===== src/rtl/adain_pkg.sv =====
// Shared definitions for the AdaIN statistics controller: phase codes and derived widths.
package adain_pkg;

    localparam int N_MAX_DEF        = 256;
    localparam int WIDTH_MAC_IN_DEF = 48;
    localparam int WIDTH_N          = $clog2(N_MAX_DEF + 1);
    localparam int INVSQRT_SHIFT_IN = WIDTH_MAC_IN_DEF - 2;

    typedef enum logic [2:0] {
        ST_IDLE    = 3'b000,
        ST_MEAN    = 3'b001,
        ST_VAR     = 3'b010,
        ST_INVSQRT = 3'b011,
        ST_NORM    = 3'b100,
        ST_DONE    = 3'b101
    } state_e;

endpackage


===== src/rtl/lzc_var.sv =====
// Combinational leading-zero counter; count is 0 and zero_o is set for an all-zero word.
module lzc_var #(
    parameter int W  = 48,
    parameter int CW = $clog2(W)
) (
    input  logic [W-1:0]  data_i,
    output logic [CW-1:0] count_o,
    output logic          zero_o
);

    // Ascending scan: the highest set bit is the last one to overwrite the count.
    always_comb begin
        count_o = '0;
        zero_o  = 1'b1;
        for (int i = 0; i < W; i++) begin
            if (data_i[i]) begin
                count_o = CW'(W - 1 - i);
                zero_o  = 1'b0;
            end
        end
    end

endmodule


===== src/rtl/adain_stat_ctrl.sv =====
// AdaIN per-channel sequencer: mean, variance and normalize passes with an inverse-sqrt step,
// beat counting, MAC gating and capture of the variance leading-zero count.
module adain_stat_ctrl
    import adain_pkg::*;
#(
    parameter int N_MAX        = N_MAX_DEF,
    parameter int WIDTH_MAC_IN = WIDTH_MAC_IN_DEF,
    parameter int SETTLE_CYC   = 1
) (
    input  logic                                  clk,
    input  logic                                  rst_n,
    input  logic                                  start,
    input  logic [$clog2(N_MAX+1)-1:0]            n_elems,
    input  logic                                  in_valid,
    output logic                                  in_ready,
    output logic                                  mac_clr,
    output logic                                  mac_en,
    input  logic [WIDTH_MAC_IN-1:0]               var_in,
    input  logic                                  var_valid,
    output logic                                  invsqrt_start,
    input  logic                                  invsqrt_done,
    output logic [2:0]                            state,
    output logic [$clog2($clog2(N_MAX+1))-1:0]    lead_zero_N,
    output logic [$clog2(WIDTH_MAC_IN)-1:0]       lead_zero_var,
    output logic                                  busy,
    output logic                                  done,
    output logic                                  err
);

    localparam int WN    = $clog2(N_MAX + 1);
    localparam int LZN_W = $clog2(WN);
    localparam int LZV_W = $clog2(WIDTH_MAC_IN);
    localparam int SW    = (SETTLE_CYC > 0) ? $clog2(SETTLE_CYC + 1) : 1;

    state_e             state_q;
    logic [SW-1:0]      settle_q;
    logic [WN-1:0]      cnt_q;
    logic [WN-1:0]      n_q;
    logic               var_wait_q;
    logic [LZN_W-1:0]   lz_n_q;
    logic [LZV_W-1:0]   lz_var_q;
    logic               err_q;
    logic               done_q;
    logic               mac_clr_q;
    logic               inv_start_q;
    logic               busy_q;

    logic               in_pass;
    logic               beat;
    logic               last_beat;
    logic               n_ok;
    logic [LZN_W-1:0]   msb_idx;
    logic [LZV_W-1:0]   lz_cnt;
    logic               lz_zero;
    logic [LZV_W-1:0]   lz_var_d;

    lzc_var #(
        .W  (WIDTH_MAC_IN),
        .CW (LZV_W)
    ) u_lzc (
        .data_i  (var_in),
        .count_o (lz_cnt),
        .zero_o  (lz_zero)
    );

    // A zero variance saturates so the downstream left shift becomes zero.
    assign lz_var_d = lz_zero ? LZV_W'(WIDTH_MAC_IN - 2) : lz_cnt;

    assign in_pass   = (state_q == ST_MEAN) || (state_q == ST_VAR) || (state_q == ST_NORM);
    assign in_ready  = in_pass && (settle_q == '0) && !var_wait_q;
    assign beat      = in_valid && in_ready;
    assign mac_en    = beat;
    assign last_beat = beat && (cnt_q == n_q - WN'(1));
    assign n_ok      = (n_elems != '0) && ((n_elems & (n_elems - WN'(1))) == '0);

    always_comb begin
        msb_idx = '0;
        for (int i = 0; i < WN; i++) begin
            if (n_elems[i]) msb_idx = LZN_W'(i);
        end
    end

    always_ff @(posedge clk or negedge rst_n) begin
        if (!rst_n) begin
            state_q     <= ST_IDLE;
            settle_q    <= '0;
            cnt_q       <= '0;
            n_q         <= '0;
            var_wait_q  <= 1'b0;
            lz_n_q      <= '0;
            lz_var_q    <= '0;
            err_q       <= 1'b0;
            done_q      <= 1'b0;
            mac_clr_q   <= 1'b0;
            inv_start_q <= 1'b0;
            busy_q      <= 1'b0;
        end else begin
            mac_clr_q   <= 1'b0;
            inv_start_q <= 1'b0;
            done_q      <= 1'b0;
            if (settle_q != '0) settle_q <= settle_q - SW'(1);
            if (beat) cnt_q <= last_beat ? '0 : cnt_q + WN'(1);

            case (state_q)
                ST_IDLE: begin
                    if (start) begin
                        n_q <= n_elems;
                        if (!n_ok) begin
                            err_q  <= 1'b1;
                            done_q <= 1'b1;
                        end else begin
                            err_q     <= 1'b0;
                            lz_n_q    <= msb_idx;
                            mac_clr_q <= 1'b1;
                            cnt_q     <= '0;
                            settle_q  <= SW'(SETTLE_CYC);
                            busy_q    <= 1'b1;
                            state_q   <= ST_MEAN;
                        end
                    end
                end
                ST_MEAN: begin
                    if (last_beat) begin
                        mac_clr_q <= 1'b1;
                        settle_q  <= SW'(SETTLE_CYC);
                        state_q   <= ST_VAR;
                    end
                end
                ST_VAR: begin
                    // var_valid counts only once the last beat is in (or arrives with it).
                    if ((var_wait_q || last_beat) && var_valid) begin
                        lz_var_q    <= lz_var_d;
                        var_wait_q  <= 1'b0;
                        inv_start_q <= 1'b1;
                        state_q     <= ST_INVSQRT;
                    end else if (last_beat) begin
                        var_wait_q <= 1'b1;
                    end
                end
                ST_INVSQRT: begin
                    if (invsqrt_done) begin
                        settle_q <= SW'(SETTLE_CYC);
                        state_q  <= ST_NORM;
                    end
                end
                ST_NORM: begin
                    if (last_beat) begin
                        done_q  <= 1'b1;
                        state_q <= ST_DONE;
                    end
                end
                ST_DONE: begin
                    busy_q  <= 1'b0;
                    state_q <= ST_IDLE;
                end
                default: begin
                    busy_q  <= 1'b0;
                    state_q <= ST_IDLE;
                end
            endcase
        end
    end

    assign state         = state_q;
    assign lead_zero_N   = lz_n_q;
    assign lead_zero_var = lz_var_q;
    assign busy          = busy_q;
    assign done          = done_q;
    assign err           = err_q;
    assign mac_clr       = mac_clr_q;
    assign invsqrt_start = inv_start_q;

endmodule


===== config.mk =====
export PLATFORM = sky130hd
export DESIGN_NAME = adain_stat_ctrl
export DESIGN_NICKNAME = d
export VERILOG_FILES = /design/src/rtl/adain_pkg.sv /design/src/rtl/lzc_var.sv /design/src/rtl/adain_stat_ctrl.sv
export SDC_FILE = /design/constraint.sdc
export NUM_CORES = 1
export LEC_CHECK = 0
export CAP_MARGIN = 20
export CORE_MARGIN = 1
export CORE_UTILIZATION = 46
export DETAILED_ROUTE_END_ITERATION = 8
export PLACE_DENSITY = 0.78
export SYNTH_ARGS = -nofsm -noshare
export SYNTH_HDL_FRONTEND = slang
export SYNTH_SLANG_ARGS = --single-unit

===== constraint.sdc =====
create_clock -name clk -period 2.7 [get_ports clk]
set_clock_uncertainty 0.1 [all_clocks]
set_input_delay 0.54 -clock clk [delete_from_list [all_inputs] [get_ports clk]]
set_output_delay 0.54 -clock clk [all_outputs]
set_load 0.005 [all_outputs]

Figure 1. Congestion heat map.
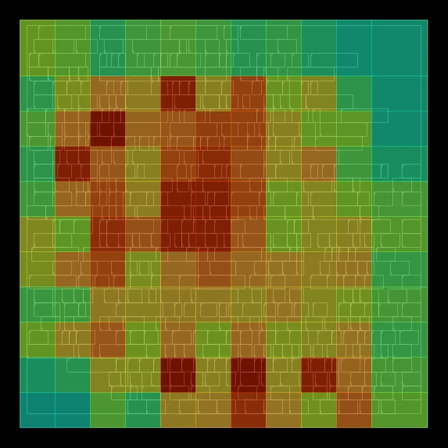
WL per Instance: 15.4 um
GRT Resource Usage Total: 0.284
busiest grt layer: met2
GR met3 Demand/Resource: 0.0434
GR Util met2: 0.478

Figure 2. Metal 4.
Bar = 20 um. Supply wires on this layer in grey.
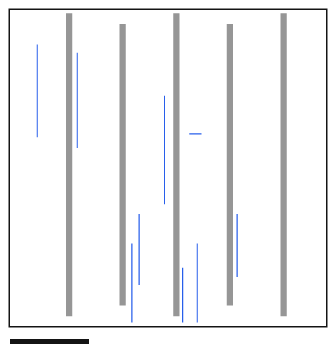
nets with wire on the layer	8
longest straight run	27.2 um
main direction	vertical
wire length on this layer	163 um
share of all routed wire	1.9%
total number of vias: 3131
Routed WL: 8.52 mm

==> flow_summary_export.csv <==
group,metric,value,unit
clocking,cts_sinks,38,
synth,ys_warn_count,0,
worst_setup_path,path_cells,"or3b_4 -> o21ai_2 -> nand3_2 -> clkinv_1 -> clkdlybuf4s50_1",
synth,ys.flop_type,"dfrtp_1",
timing,max-slew-margin-rel,0.445,
worst_setup_path,crit_path_end_kind,"output port",
clocking,htreeDepth,2,
worst_setup_path,cpPeakStageDelay,0.49,ns
outcome,status,"completed",
route,drc,0,
hold_path,hold_class,"in -> async",
clocking,cts-hold-fix-buffers,0,
placed_design,gp_congestion,0.858,
timing,period_used_share,0.968,
cells_and_area,final_cell_mix,"clkdlybuf4s50_1, buf_4, nor2_1",
die,fp_util,0.475,
synth,ys_seq_share,0.340,
synth,synth_cells,346,
synth,synth_nets,411,
worst_setup_path,crit_cells,5,
## repair_timing
item / 4_1_cts / 5_1_grt
cloned: 0 / 0
resized: 6 / 4
setup endpoints to repair: 6 / 18
buffers inserted: 0 / 1
pin swaps: 1 / 1
## cells by family (layout without fill, tap and decap cells)
logic type      count (synthesis)  after routing  synth area share
mux                            10             10            0.0447
xor+xnor                       15             15            0.0470
buf+inv                        25            156            0.0371
compound gates                 83             83             0.207
fa+ha+maj                       3              3            0.0125
flops                          38             38             0.340
simple gates                  172            172             0.311
## report_power, final
| group | internal, mW | switching [mW] |
|---|---|---|
| clock | 0.205 | 0.212 |
| sequential | 0.613 | 0.0507 |
| combinational | 0.271 | 0.246 |
## flip-flops by register name, summed over array words and instances (netlist names)
| name | cells |
|---|---|
| mac_clr | 1 |
| state | 3 |
| invsqrt_start | 1 |
| cnt_q | 9 |
| lead_zero_var | 6 |
| done | 1 |
| err | 1 |
| var_wait_q | 1 |
| settle_q | 1 |
| busy | 1 |
| lead_zero_N | 4 |
| n_q | 9 |
## path summary, 6_finish.rpt
path,startpoint,end,slack [ns]
max,state[1],mac_en,0.09
min,rst_n,lead_zero_N[3],0.24
max reg2reg,n_q[2],lead_zero_var[5],0.13
min reg2reg,busy,busy,0.39
max in group asynchronous,rst_n,state[1],1.68
min in group clk,busy,busy,0.39
## cell type report
class	count	area [sq um]	share of cell area
multi-input cells	283	1770	0.426
repair buffers	131	1180	0.285
flip-flops and latches	38	952	0.229
well taps	75	93.8	0.0226
clock buffers	6	82.6	0.0198
inverters	17	63.8	0.0153
clock inverters	2	12.5	0.00301
## cell usage after synthesis (3+ instances only)
library cell	instances	area, sq um
nor2_1	43	161
nand2_1	41	154
dfrtp_1	38	951
o21ai_0	22	110
nor3_1	18	90.1
nor4_1	17	106
inv_1	16	60.1
a21oi_1	14	70.1
nand3_1	9	45.0
xnor2_1	8	70.1
o31ai_1	7	52.6
xor2_1	7	61.3
nor2b_1	6	37.5
clkbuf_1	5	18.8
nand2b_1	5	31.3
or4_1	5	37.5
a31oi_1	4	25.0
mux2_2	4	45.0
mux2_4	4	60.1
nand4_1	4	25.0
and2_1	3	18.8
and3_1	3	18.8
nand3b_1	3	22.5
nor3b_1	3	22.5
o211ai_1	3	22.5
o21bai_1	3	22.5
o22ai_1	3	18.8
or2_2	3	18.8
## per-layer routing
metal	global-route usage	wire length (um)	vias to the layer above
li1	-	-	1548
met1	0.371	3890	1456
met2	0.478	4060	108
met3	0.0434	413	19
met4	0.0893	163	0
met5	0	0	-
## per-stage QoR
| step | power (mW) | utilization | worst slack (ns) | area, sq um | TNS (ns) |
|---|---|---|---|---|---|
| finish | 1.60 | 0.707 | 0.0851 | 4160 | 0 |
| global route | 1.69 | 0.707 | 0.00645 | 4160 | 0 |
| CTS | 1.59 | 0.703 | 0.0131 | 4140 | 0 |
| detailed placement | 1.17 | 0.684 | -0.206 | 4030 | -2.28 |
| global placement | 1.15 | 0.684 | -0.125 | 4030 | -1.25 |
| floorplan | 0.888 | - | 0.190 | 2800 | 0 |
Power and IR drop assume default switching activity.
